==> config.mk <==
export PLATFORM = sky130hd
export DESIGN_NAME = vga_timing
export DESIGN_NICKNAME = d
export VERILOG_FILES = /design/src/rtl/vga_timing.sv
export SDC_FILE = /design/constraint.sdc
export NUM_CORES = 1
export LEC_CHECK = 0
export ABC_AREA = 1
export CORE_MARGIN = 2
export CORE_UTILIZATION = 51
export DETAILED_ROUTE_END_ITERATION = 12
export PLACE_DENSITY = 0.9
export SYNTH_ARGS = -nofsm -noshare
export SYNTH_HDL_FRONTEND = slang
export SYNTH_SLANG_ARGS = --single-unit
==> constraint.sdc <==
create_clock -name CLK -period 1.4 [get_ports CLK]
set_input_delay 0.28 -clock CLK [delete_from_list [all_inputs] [get_ports CLK]]
set_output_delay 0.28 -clock CLK [all_outputs]
set_load 0.02 [all_outputs]
**Run 1: pin map**

Scale: 8 px per micron. Pins as bars across the die edge, other pins in grey.
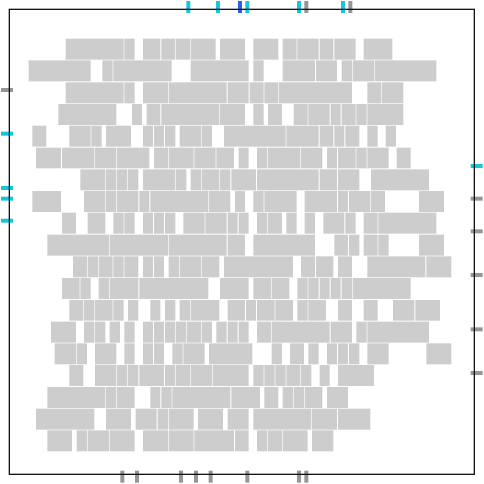
| colour | port | pins | direction | edge |
|---|---|---|---|---|
| blue | HSYNC | 1 | output | top |
| cyan | PIX | 10 | output | 5 top, 4 left, 1 right |
all pins by edge: 8 top, 8 bottom, 6 right, 5 left
PortBufs: 26
Die Y: 57.9 microns
die width: 57.9 microns

**Run 1: port wiring**

Scale: 4 px per micron.
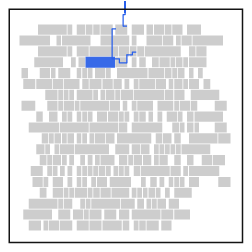
| colour | port | direction | end cells | buffers | wire |
|---|---|---|---|---|---|
| blue | HSYNC | output | 1 | 1 | 23.1 microns |
# IOs: 27

**Run 1: sizing map**

Scale: 8 px per micron.
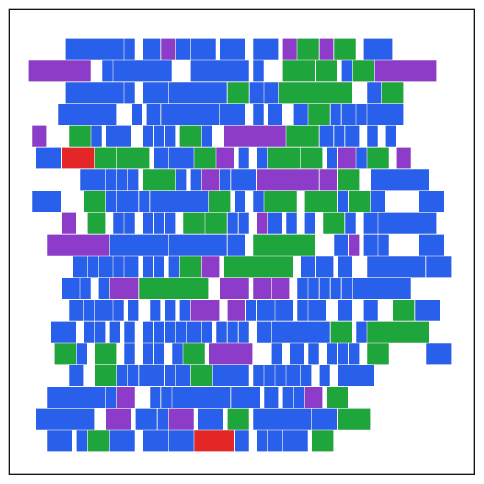
| colour | size | cells | share |
|---|---|---|---|
| green | _3 and _4 cells | 47 | 17% |
| red | _6 and larger | 2 | 0.74% |
| blue | _0 and _1 cells | 194 | 71% |
| purple | _2 cells | 29 | 11% |
buffers outside the clock class: 57
Final Cell Area: 2060 sq um
setup ws final: -0.00684 ns
area grow syn2layout: 39.0%

==> Changelog: implementation, run 1 <==
### Changed

- GR Util met3: 2.68%
- Vias in the first global route: 1453
- Syn_nets: 223
- Clk latency late pin: 0.34 ns
- Top-area cell share: 35.1%
- Drt via density: 5.51
- CORE AREA: 2760 sq um
- Setup Viol. Count Final: 1
- Mean Syn Cell Area: 6.87 sq um
- First-pass GRT wire length: 6390 microns
- Yosys cell count: 216
- Most Crowded Layer GR: met2
- CTS Hold Buffers Added: 0
- Fin. Hold Viols: 0
- Combinational Power Share: 6.9%
- CP Capture Type: output pin
- Gr usage total: 24.1%
- Met2 WL: 2050 microns
- Max Freq: 711 MHz
- Post-DP HPWL: 2850 microns
- NonClk Buf Share: 21.6%
- Clock network power: 410 uW
- Slew margin rel.: 84.1%
- Setup ws final: -0.00684 ns
- Comb area: 897 sq um
- Grt total ovfl: 0
- Clk buf depth: 2
- Total Power: 1250 uW
- Aoi share: 7.59%
- Routed wire length: 4410 microns
- Worst hold slack: 0.421 ns
- Yosys warning tally: 0
- Most common logic cells in the final layout: nand2_1, buf_4, inv_1, nor2_1, dfxtp_1
- Die area: 3360 sq um
- Pre-antenna DRT Iters: 5
- CP delay by family, top: flip-flops
- ANT nets after route: 0
- Non-clk invs: 29
- Synth Seq Share: 35.1%
- Status: finished, violations left
- Post-synth EDFFs: 0
- Sequential power: 757 uW
- Core Util, Final: 74.8%
- R2R setup slack: 0.01 ns
- Internal Power: 942 uW
- DP Cell Count: 292
- Slew @ Worst Pin: 0.236 ns
- Instance count on the critical path: 1
- Critical Setup Path Class: register to output pin
- Clock tree from TritonCTS: yes
- Main logic family: simple AND/OR/NAND/NOR gates
- Failing checks: negative setup slack
**Run 1: signal wires by layer**

Scale: 8 px per micron. Two of the layers only.
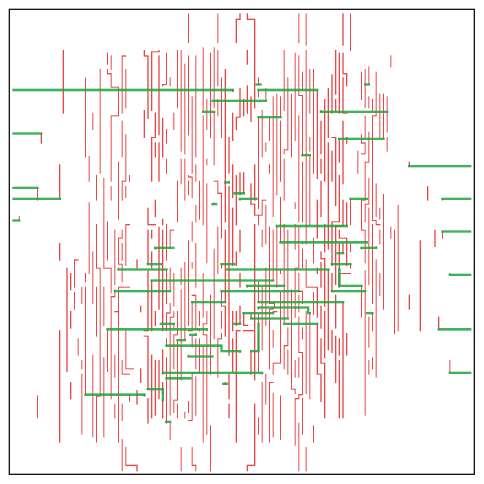

==> inputs of run 2 (changes only) <==
--- a/config.mk
+++ b/config.mk
@@ -8,6 +8,7 @@
 export ABC_AREA = 1
 export CORE_MARGIN = 2
 export CORE_UTILIZATION = 51
+export CTS_CLUSTER_SIZE = 24
 export DETAILED_ROUTE_END_ITERATION = 12
 export PLACE_DENSITY = 0.9
 export SYNTH_ARGS = -nofsm -noshare
==> constraint.sdc (replaced) <==
create_clock -name CLK -period 1.4 [get_ports CLK]
set_input_delay 0.21 -clock CLK [delete_from_list [all_inputs] [get_ports CLK]]
set_output_delay 0.21 -clock CLK [all_outputs]
set_load 0.02 [all_outputs]
**Run 2: signal wires by layer**

Scale: 8 px per micron. Two of the layers only.
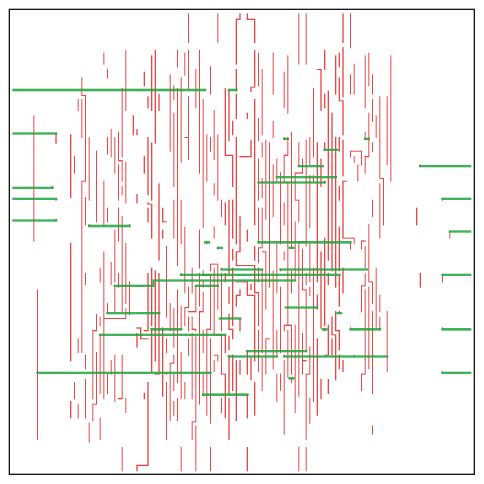
| colour | layer | wire length |
|---|---|---|
| red | metal 2 | 1780 microns |
| green | metal 3 | 258 microns |
Vias: 1563
wire length per cell: 13.2 microns
gr usage total: 21.9%
routed wire length: 3880 microns

**Run 2: cell placement**

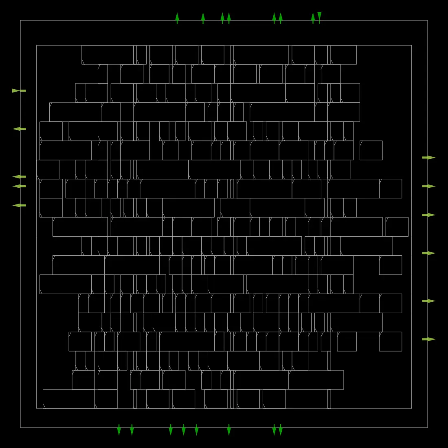
Core Util, Final: 72.4%
CORE AREA: 2760 sq um
row cnt: 19

==> Changelog: implementation, run 2 <==
### Changed

- Status: complete, no violations
- Comb area: 880 sq um
- Clock network power: 391 uW
- Met1 wire length: 1720 microns
- First-pass GRT wire length: 5800 microns
- Clock tree from TritonCTS: yes
- Grt total ovfl: 0
- CTS Hold Buffers Added: 0
- Most Crowded Layer GR: met2
- Pre-antenna DRT Iters: 4
- Die Y: 57.9 microns
- Vias in the first global route: 1328
- Syn_nets: 223
- Aoi share: 7.59%
- Buffers outside the clock class: 48
- Instance count on the critical path: 6
- Top-area cell share: 35.1%
- NonClk Buf Share: 19.7%
- CP delay by family, top: simple AND/OR/NAND/NOR gates
- Drt via density: 5.32
- Clk buf depth: 2
- Internal Power: 940 uW
- PortBufs: 26
- Most common logic cells in the final layout: nand2_1, nor2_1, inv_1, dlygate4sd2_1, buf_4
- Die width: 57.9 microns
- R2R setup slack: 0.00004 ns
- Yosys cell count: 216
- Slew margin rel.: 82.6%
- Mean Syn Cell Area: 6.87 sq um
- CP required: 1.62 ns
- Sequential power: 760 uW
- Max Freq: 714 MHz
- Largest area class, layout: logic gates
- Setup ws final: 0.0000433 ns
- CP Capture Type: register
- Post-synth EDFFs: 0
- Initial antenna violation count: 0
- Setup Viol. Count Final: 0
- Area grow syn2layout: 34.5%
- Fin. Hold Viols: 0
- Critical Setup Path Class: register to register
- DP Cell Count: 288
- Yosys warning tally: 0
- Non-clk invs: 29
- Slew @ Worst Pin: 0.259 ns
- # IOs: 27
- Xor/xnor share: 4.13%
- Met2 WL: 1780 microns
- Main logic family: simple AND/OR/NAND/NOR gates
- Synth Seq Share: 35.1%
- Die area: 3360 sq um
- Final Cell Area: 2000 sq um
- ANT nets after route: 0
**Run 2: port wiring**

Scale: 4 px per micron.
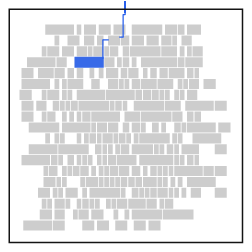
| colour | port | direction | end cells | buffers | wire |
|---|---|---|---|---|---|
| blue | HSYNC | output | 1 | 1 | 13.8 microns |

Power and IR drop assume default switching activity.
